File: config.mk
export PLATFORM = sky130hd
export DESIGN_NAME = bus16_master
export DESIGN_NICKNAME = d
export VERILOG_FILES = /design/src/rtl/bus16_master.sv
export SDC_FILE = /design/constraint.sdc
export NUM_CORES = 1
export LEC_CHECK = 0
export ABC_AREA = 1
export CAP_MARGIN = 20
export CORE_ASPECT_RATIO = 0.5
export CORE_MARGIN = 10
export CORE_UTILIZATION = 49
export CTS_CLUSTER_DIAMETER = 40
export DETAILED_ROUTE_END_ITERATION = 10
export GPL_ROUTABILITY_DRIVEN = 0
export MAX_ROUTING_LAYER = met4
export PLACE_DENSITY_LB_ADDON = 0.3
export SETUP_SLACK_MARGIN = 0.3
export SLEW_MARGIN = 40
export SYNTH_ARGS = -nofsm -noshare
export SYNTH_HDL_FRONTEND = slang
export SYNTH_SLANG_ARGS = --single-unit
File: constraint.sdc
create_clock -name i_Bus_Clk -period 3.55 [get_ports i_Bus_Clk]
set_input_delay 0.8875 -clock i_Bus_Clk [delete_from_list [all_inputs] [get_ports i_Bus_Clk]]
set_output_delay 0.8875 -clock i_Bus_Clk [all_outputs]
set_load 0.05 [all_outputs]
File: src/rtl/bus16_master.sv
// Single-outstanding initiator for the 16-bit register bus: accepts a command,
// drives one chip-select cycle, and returns one response (read data or timeout).
module bus16_master #(
  parameter int unsigned g_TIMEOUT = 16
) (
  input  logic        i_Bus_Clk,
  input  logic        i_Bus_Rst,
  input  logic        i_Cmd_DV,
  output logic        o_Cmd_Ready,
  input  logic        i_Cmd_Wr_Rd_n,
  input  logic [7:0]  i_Cmd_Addr8,
  input  logic [15:0] i_Cmd_Wr_Data,
  output logic        o_Bus_CS,
  output logic        o_Bus_Wr_Rd_n,
  output logic [7:0]  o_Bus_Addr8,
  output logic [15:0] o_Bus_Wr_Data,
  input  logic [15:0] i_Bus_Rd_Data,
  input  logic        i_Bus_Rd_DV,
  output logic        o_Rsp_DV,
  output logic [15:0] o_Rsp_Data,
  output logic        o_Rsp_Timeout,
  output logic [7:0]  o_Timeout_Count
);

  typedef enum logic [1:0] {
    S_IDLE,
    S_ISSUE,
    S_WAIT_RD
  } state_e;

  // Counter value seen in the last waiting cycle before the read gives up.
  localparam logic [7:0] LAST_WAIT = 8'(g_TIMEOUT - 1);

  state_e      state_q, state_d;
  logic [7:0]  wait_cnt_q, wait_cnt_d;
  logic        bus_cs_q, bus_cs_d;
  logic        bus_wr_rd_n_q, bus_wr_rd_n_d;
  logic [7:0]  bus_addr_q, bus_addr_d;
  logic [15:0] bus_wr_data_q, bus_wr_data_d;
  logic        rsp_dv_q, rsp_dv_d;
  logic [15:0] rsp_data_q, rsp_data_d;
  logic        rsp_timeout_q, rsp_timeout_d;
  logic [7:0]  timeout_cnt_q, timeout_cnt_d;

  always_comb begin
    state_d       = state_q;
    wait_cnt_d    = wait_cnt_q;
    bus_cs_d      = 1'b0;
    bus_wr_rd_n_d = bus_wr_rd_n_q;
    bus_addr_d    = bus_addr_q;
    bus_wr_data_d = bus_wr_data_q;
    rsp_dv_d      = 1'b0;
    rsp_data_d    = rsp_data_q;
    rsp_timeout_d = rsp_timeout_q;
    timeout_cnt_d = timeout_cnt_q;

    unique case (state_q)
      S_IDLE: begin
        if (i_Cmd_DV) begin
          bus_cs_d      = 1'b1;
          bus_wr_rd_n_d = i_Cmd_Wr_Rd_n;
          bus_addr_d    = i_Cmd_Addr8;
          bus_wr_data_d = i_Cmd_Wr_Data;
          state_d       = S_ISSUE;
        end
      end
      S_ISSUE: begin
        if (bus_wr_rd_n_q) begin
          rsp_dv_d      = 1'b1;
          rsp_data_d    = 16'h0000;
          rsp_timeout_d = 1'b0;
          state_d       = S_IDLE;
        end else begin
          wait_cnt_d = 8'd0;
          state_d    = S_WAIT_RD;
        end
      end
      S_WAIT_RD: begin
        // Data arriving in the expiry cycle still counts as a success.
        if (i_Bus_Rd_DV) begin
          rsp_dv_d      = 1'b1;
          rsp_data_d    = i_Bus_Rd_Data;
          rsp_timeout_d = 1'b0;
          state_d       = S_IDLE;
        end else if (wait_cnt_q == LAST_WAIT) begin
          rsp_dv_d      = 1'b1;
          rsp_data_d    = 16'h0000;
          rsp_timeout_d = 1'b1;
          if (timeout_cnt_q != 8'hFF) begin
            timeout_cnt_d = timeout_cnt_q + 8'd1;
          end
          state_d = S_IDLE;
        end else begin
          wait_cnt_d = wait_cnt_q + 8'd1;
        end
      end
      default: state_d = S_IDLE;
    endcase
  end

  always_ff @(posedge i_Bus_Clk) begin
    if (i_Bus_Rst) begin
      state_q       <= S_IDLE;
      wait_cnt_q    <= 8'd0;
      bus_cs_q      <= 1'b0;
      bus_wr_rd_n_q <= 1'b0;
      bus_addr_q    <= 8'd0;
      bus_wr_data_q <= 16'h0000;
      rsp_dv_q      <= 1'b0;
      rsp_data_q    <= 16'h0000;
      rsp_timeout_q <= 1'b0;
      timeout_cnt_q <= 8'd0;
    end else begin
      state_q       <= state_d;
      wait_cnt_q    <= wait_cnt_d;
      bus_cs_q      <= bus_cs_d;
      bus_wr_rd_n_q <= bus_wr_rd_n_d;
      bus_addr_q    <= bus_addr_d;
      bus_wr_data_q <= bus_wr_data_d;
      rsp_dv_q      <= rsp_dv_d;
      rsp_data_q    <= rsp_data_d;
      rsp_timeout_q <= rsp_timeout_d;
      timeout_cnt_q <= timeout_cnt_d;
    end
  end

  assign o_Cmd_Ready     = (state_q == S_IDLE);
  assign o_Bus_CS        = bus_cs_q;
  assign o_Bus_Wr_Rd_n   = bus_wr_rd_n_q;
  assign o_Bus_Addr8     = bus_addr_q;
  assign o_Bus_Wr_Data   = bus_wr_data_q;
  assign o_Rsp_DV        = rsp_dv_q;
  assign o_Rsp_Data      = rsp_data_q;
  assign o_Rsp_Timeout   = rsp_timeout_q;
  assign o_Timeout_Count = timeout_cnt_q;

endmodule
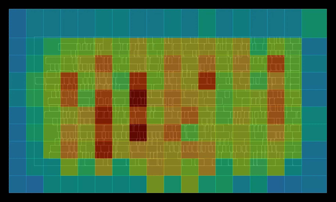
*Track usage over the die, run 1*
GR Util met3: 5.10%
GRT met2 Usage: 27.6%

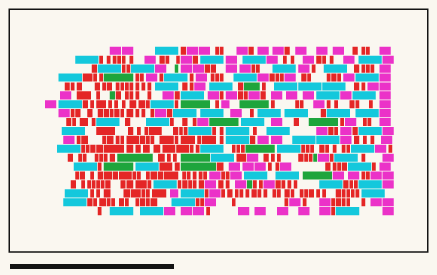
*Placed cells, one color a class, run 1*
Bar = 50 µm.
[magenta] remaining buffers and delay cells | cells: 99
[red] remaining logic cells | cells: 323
[cyan] sequential cells | cells: 62
[green] clock drivers and dummy loads | cells: 16
Placeable Area: 0.00554 mm²
flop share of the area: 30.0%
fin area: 0.00414 mm²
# rows: 19
fin util: 74.8%

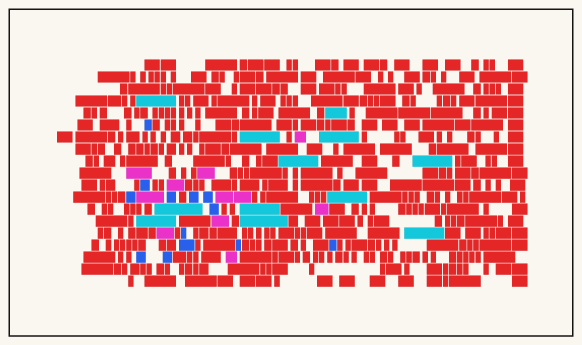
*Cell sizes after repair, run 1*
[blue] x2 | cells: 13 | share: 2.6%
[magenta] x3 and x4 | cells: 11 | share: 2.2%
[red] x1 and smaller | cells: 464 | share: 93%
[cyan] x6 and larger | cells: 12 | share: 2.4%
Final WS setup: 842 ps
Signal buffers: 99

==> Slide: Implementation Results, run 1 <==
Flow Results at a Glance

Yosys
  – Top cells by area: dfxtp_1, nor2_1, nand2_1, o21ai_0, inv_1
  – Sequential fraction of the synthesis area: 44.0%
  – Post-synth ARST share: 0%
  – Yosys top cell by instances: nor2_1
  – Mapped Cells: roughly 400
  – Chip area in the Yosys report: 0.00282 mm²
  – Area leader, netlist: dfxtp_1
  – Yosys cell types: 28
  – Ys flops: 62
  – Floorplan net count: 450
  – Most common reg cell: dfxtp_1
  – Synth Warn #: 0
  – Most frequent cells after synthesis: nor2_1, dfxtp_1, nand2_1
  – Max-area cell share: 44.0%

Clocking
  – Hold_buf cts: 0
  – Num CTS Buffers: 9
  – Sink Count: 62
  – CTS clk-pin slew, worst paths: approximately 50 ps
  – H-tree depth: 3
  – Clock root cell: clkbuf_16
  – CTS tree: done

Detailed routing
  – Antenna Nets Post-Route: 0
  – Via count: 2768
  – Average via count per standard cell: about 4.8
  – TritonRoute pass-1 iters: 4
  – DRC viols: 0
  – Iteration-0 DRC Markers: 215

Floorplan
  – Die span in y: 73.7 µm
  – Chip area: 0.00938 mm²
  – Floorplan Utilization: 50.9%
  – I/O Pins: 98

Final layout
  – Share of layout cells above drive strength 1: under 10%
  – Area growth, synth to finish: 46.8%
  – Final nets: 546
  – Antenna diode instance count: 0
  – Fill count: 430

Timing
  – Slew of the pin with the lowest slew margin: 779 ps
  – Max-slew headroom: 48.0%
  – Final Cycle Share: around three quarters
  – RSZ-0062 raised after global routing: no
  – Post-Route Skew: a little over 4 ps
  – Hold Vio Cnt, Final: 0
  – FMAX: 369 MHz
  – Final Max Slew Viols: 0
  – Crit path time final: 2710 ps

Min path
  – Hold Startpoint: o_Bus_Wr_Data[0]$_SDFFE_PP0P_
  – HP Class: flop to flop

Setup path
  – Crit start category: flop
  – CP Cell Sequence: inv_1 > ha_1 > clkdlybuf4s50_1
  – Crit path to: o_Cmd_Ready
  – Critical Path Start: state_q[0]$_SDFFE_PP0P_
  – Cells on worst reg2reg path: 8
  – Critical R2R Launch: state_q[0]$_SDFFE_PP0P_
  – Slowest Stage Delay on Critical Path: approximately 840 ps
  – R2r setup slk: between 1500 and 2000 ps
  – Worst EP required: roughly 2700 ps

Run
  – Log Warnings: 29
  – Max Cap Viol: 0

GRT
  – Global route hottest layer: met2
  – Total track usage: approximately 16%
  – First-pass GRT wire length: 12.2 mm
  – Initial antenna violation count: 0
  – Vias in the first global route: 2484

Placement
  – HPWL after detailed placement: 5.50 mm
  – Port Buf Inserts: 97
  – Worst slack, placed: 996 ps

Outcome
  – Status: completed

Power and ir drop
  – Worst VDD drop: 0.366 mV
  – Pwr Density: 616 mW/mm²
  – Tot Pwr: 2550 µW
[run 1: worst max-delay path, delay by kind of cell (launching register included)]
kind / cells / cell delay [ps]
buf+inv: 2 / 960
flops: 1 / 330
fa+ha+maj: 1 / 210
[run 1: flip-flops by register name, summed over array words and instances, names as in the netlist]
name / cells
o_Bus_Addr8: 8
o_Bus_CS: 1
o_Bus_Wr_Data: 16
o_Bus_Wr_Rd_n: 1
o_Rsp_DV: 1
o_Rsp_Data: 16
o_Rsp_Timeout: 1
o_Timeout_Count: 8
state_q: 2
wait_cnt_q: 8
[run 1: area by class of cell]
| type | count | area, µm² | share of cell area, % |
|---|---|---|---|
| clock buffers | 12 | 246 | 5.95 |
| repair buffers | 99 | 986 | 23.8 |
| clock inverters | 4 | 70.1 | 1.69 |
| well taps | 73 | 91.3 | 2.20 |
| inverters | 42 | 163 | 3.93 |
| multi-input cells | 281 | 1350 | 32.5 |
| flip-flops and latches | 62 | 1240 | 30.0 |
[run 1: metrics by stage]
step | hold slack, ps | cells | utilization (%) | instance area, µm²
final | 480 | 573 | 74.8 | 4140
after global routing | 498 | 573 | 74.8 | 4140
after CTS | 483 | 573 | 74.8 | 4140
after detailed placement | 471 | 557 | 69.1 | 3830
after global placement | 460 | 557 | 69.1 | 3830
after floorplan | 456 | 399 | - | 2820
[run 1: placed cells by master, fill, tap and decap left out, types with 3 or more instances in the layout]
| cell type | count |
|---|---|
| o21ai_1 | 10 |
| xor2_1 | 3 |
| clkbuf_16 | 9 |
| dfxtp_1 | 62 |
| nor2_2 | 3 |
| ha_1 | 6 |
| nor2_4 | 4 |
| nand2_2 | 5 |
| nor2_1 | 115 |
| clkdlybuf4s50_1 | 97 |
| a21oi_1 | 17 |
| nand4_1 | 8 |
| nand2_1 | 53 |
| inv_1 | 39 |
| nand3_1 | 14 |
| o21ai_0 | 34 |
[run 1: per-layer routing]
layer	routed length [µm]	share of wire (%)	vias up
met5	0	0	-
met4	83	1.1	0
met3	375	4.8	10
met2	3910	50	59
met1	3490	44	1246
li1	-	-	1453
[run 1: cell families after synthesis]
group                    count (synthesis)  share of synthesized area, %
AND-OR/OR-AND                           62                          11.0
XOR/XNOR                                 3                         0.931
adder cells (fa/ha/maj)                  6                          2.66
buffers and inverters                   56                          8.34
flip-flops                              62                          44.0
AND/OR/NAND/NOR                        210                          33.0
[run 1: report_power, final]
part / internal (µW) / leakage, µW / total [µW] / switching, µW
combinational: 267 / 0.00104 / 804 / 536
clock: 631 / 0.000157 / 921 / 290
sequential: 784 / 0.000508 / 827 / 43.5
total: 1680 / 0.00171 / 2550 / 870
[run 1: worst min-delay path by stage]
stage / to / slack [ps] / cells after the start
detailed placement: o_Bus_Wr_Data[15]$_SDFFE_PP0P_ / 470 / 2
CTS: o_Bus_Wr_Data[15]$_SDFFE_PP0P_ / 480 / 2
global route: o_Bus_Addr8[4]$_SDFFE_PP0P_ / 500 / 2
finish: o_Bus_Wr_Data[0]$_SDFFE_PP0P_ / 480 / 2
global placement: o_Bus_Wr_Data[1]$_SDFFE_PP0P_ / 460 / 2
floorplan: state_q[1]$_SDFFE_PP0P_ / 460 / 2
### Wiring heat map, run 1

Bar = 50 µm. 25 x 15 tiles, from dark purple (low) to yellow (high), scaled to the fullest tile. Values are wire area over tile area, all layers added.
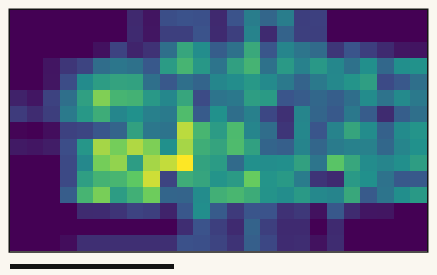

==> inputs of run 2 (changes only) <==
CORE_UTILIZATION = 45   (was 49)
clock period = 2.64 ns   (was 3.55 ns; I/O delays follow)
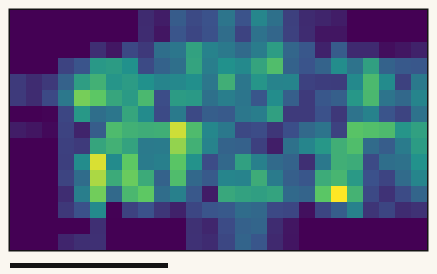
*Wiring heat map, run 2*
Bar = 50 µm. 26 x 15 tiles, from dark purple (low) to yellow (high), scaled to the fullest tile. Values are wire area over tile area, all layers added.
tiles over half the peak: 19%
nearly empty tiles: 22%
emptiest ninth of the die: top left
mean over tiles: 0.12
routed wire length: 7.68 mm
per-cell routed wire length: 13.0 µm
via count: 2770
total track usage: 15.8%

==> run 2 against run 1 <==
Combinational power rose by 34%. Via count barely moved. Synthesized area did not move. Register-to-register slack got worse by 810 ps.
==> Slide: Implementation Results, run 2 <==
Flow Results at a Glance

Power and ir drop
  – Worst VDD drop: just under 0.4 mV
  – Pwr Density: 818 mW/mm²
  – Leakage Power: between 0.0015 and 0.002 µW
  – Tot Pwr: 3430 µW

Setup path
  – Worst EP required: 1980 ps
  – Crit path max fanout: 7
  – Data arrival, critical path: about 1600 ps
  – Crit start category: flop
  – WP depth: 1
  – Worst Setup Path Type: flop to output pin
  – Critical path endpoint category: output pin
  – CP Buf/Inv Count: 1
  – Top delay family on crit path: buffers and inverters
  – CP Cell Sequence: clkdlybuf4s50_1
  – Critical-path top delay cell: clkdlybuf4s50_1
  – Slowest Stage Delay on Critical Path: 850 ps
  – Cells on worst reg2reg path: 7

Final layout
  – Final nets: between 500 and 600
  – Share of layout cells above drive strength 1: about 7.8%
  – Fill count: 518
  – Fin util: 69.0%
  – Most frequent logic cell in the layout: nor2_1
  – Antenna diode instance count: 0
  – Area growth, synth to finish: 48.7%
  – Top cells excl fill/tap: nor2_1, clkdlybuf4s50_1, dfxtp_1

Clocking
  – CTS Buffer Depth: 2
  – Clock root cell: clkbuf_16
  – CTS clk-pin slew, worst paths: ~50 ps
  – Sink Count: 62
  – Num CTS Buffers: 9
  – Post-CTS sizing: 1
  – Hold_buf cts: 0
  – H-tree depth: 3
  – CTS tree: done
  – Clk latency late pin: 320 ps
  – Setup bufs post-CTS: 0

Min path
  – Hold-critical path depth: 2
  – HP Class: flop to flop

Yosys
  – Mapped Cells: 399
  – Post-synth ARST share: 0%
  – Most frequent cells after synthesis: nor2_1, dfxtp_1, nand2_1
  – Yosys cell types: 28
  – Yosys cell count: approximately 400
  – Synth Warn #: 0
  – Floorplan net count: 450
  – Sequential fraction of the synthesis area: 44.0%
  – Max-area cell share: 44.0%
  – Chip area in the Yosys report: 0.00282 mm²
  – Area of the mapped netlist: 0.00282 mm²
  – Count of library flops with an enable pin: 0
  – Area leader, netlist: dfxtp_1
  – Ys flops: 62
  – Mean Syn Cell Area: 7.07 µm²
  – Top cells by area: dfxtp_1, nor2_1, nand2_1, o21ai_0, inv_1
  – Most common reg cell: dfxtp_1
  – Yosys top cell by instances: nor2_1

GRT
  – First-pass GRT wire length: 12.9 mm
  – Initial antenna violation count: 0
  – Vias in the first global route: roughly 2600
  – Overflow after GRT: 0
  – Largest net degree at the start of global routing: 27

Detailed routing
  – Antenna Nets Post-Route: 0
  – TritonRoute pass-1 iters: 4
  – Iteration-0 DRC Markers: 106
  – DRC viols: 0
  – Average via count per standard cell: 4.69

Placement
  – HPWL after detailed placement: between 5 and 6 mm
  – Worst slack, placed: 419 ps
  – Port Buf Inserts: roughly 97

Timing
  – Crit path time final: 2270 ps
  – FMAX: approximately 440 MHz
  – Final Cycle Share: 86.1%
  – # setup viols final: 0
  – Post-Route Skew: between 4 and 5 ps
  – Final Hold Slack: 463 ps
  – Slew of the pin with the lowest slew margin: 542 ps
  – Final WS setup: 367 ps
  – Final Max Slew Viols: 0
  – Final TNS setup: 0 ps
  – Max-slew headroom: 63.8%
  – Hold Vio Cnt, Final: 0
  – RSZ-0062 raised after global routing: no

Run
  – Log Warnings: 29
  – Max Cap Viol: 0

Floorplan
  – # rows: 20
  – Floorplan Utilization: 46.4%
  – Die span in y: approximately 76 µm
  – Chip area: about 0.010 mm²
  – Placeable Area: 0.00608 mm²
  – Die width: 132 µm
  – I/O Pins: 98

Outcome
  – Status: completed
run 2: cell counts after synthesis:
Identical to the previous run, type by type.
run 2: metal layers:
layer,track usage (%),part of all wire [%],up-vias
met5,-,0,-
met4,4.97,1.1,0
met3,5.00,4.0,7
met2,26.0,48,64
met1,18.1,47,1244
li1,-,-,1455
run 2: through the flow:
stage,instance area [µm²],instances
after floorplan,2820,399
after global placement,3880,575
after detailed placement,3880,575
after CTS,4200,591
after global routing,4200,591
final,4200,591
run 2: kinds of logic after synthesis:
logic type,count (synthesis),share of synthesized area [%]
and+or+nand+nor,210,33.0
AOI/OAI and AO/OA,62,11.0
DFF,62,44.0
buffers and inverters,56,8.34
adders and majority gates,6,2.66
xor gates and xnor gates,3,0.931
run 2: final timing paths:
kind	from	endpoint	slack, ps
setup / recovery	o_Timeout_Count[5]$_SDFFE_PP0P_	o_Timeout_Count[5]	370
hold / removal	o_Rsp_Timeout$_SDFFE_PP0P_	o_Rsp_Timeout$_SDFFE_PP0P_	460
setup reg to reg	state_q[0]$_SDFFE_PP0P_	o_Timeout_Count[5]$_SDFFE_PP0P_	790
hold reg to reg	o_Rsp_Timeout$_SDFFE_PP0P_	o_Rsp_Timeout$_SDFFE_PP0P_	460
run 2: where the power goes:
group | internal [µW] | total, µW | switching (µW)
registers | 1050 | 1120 | 61.0
logic | 362 | 1080 | 715
clock network | 848 | 1240 | 392
run 2: cell type report:
type,count,area (µm²),area share (%)
clock buffers,12,246,5.88
clock inverters,4,70.1,1.67
inverters,42,163,3.88
multi-input cells,281,1350,32.1
flip-flops and latches,62,1240,29.6
well taps,88,110,2.62
repair buffers,102,1020,24.3
Power figures rest on the tool's default switching activity, not on a simulated workload.
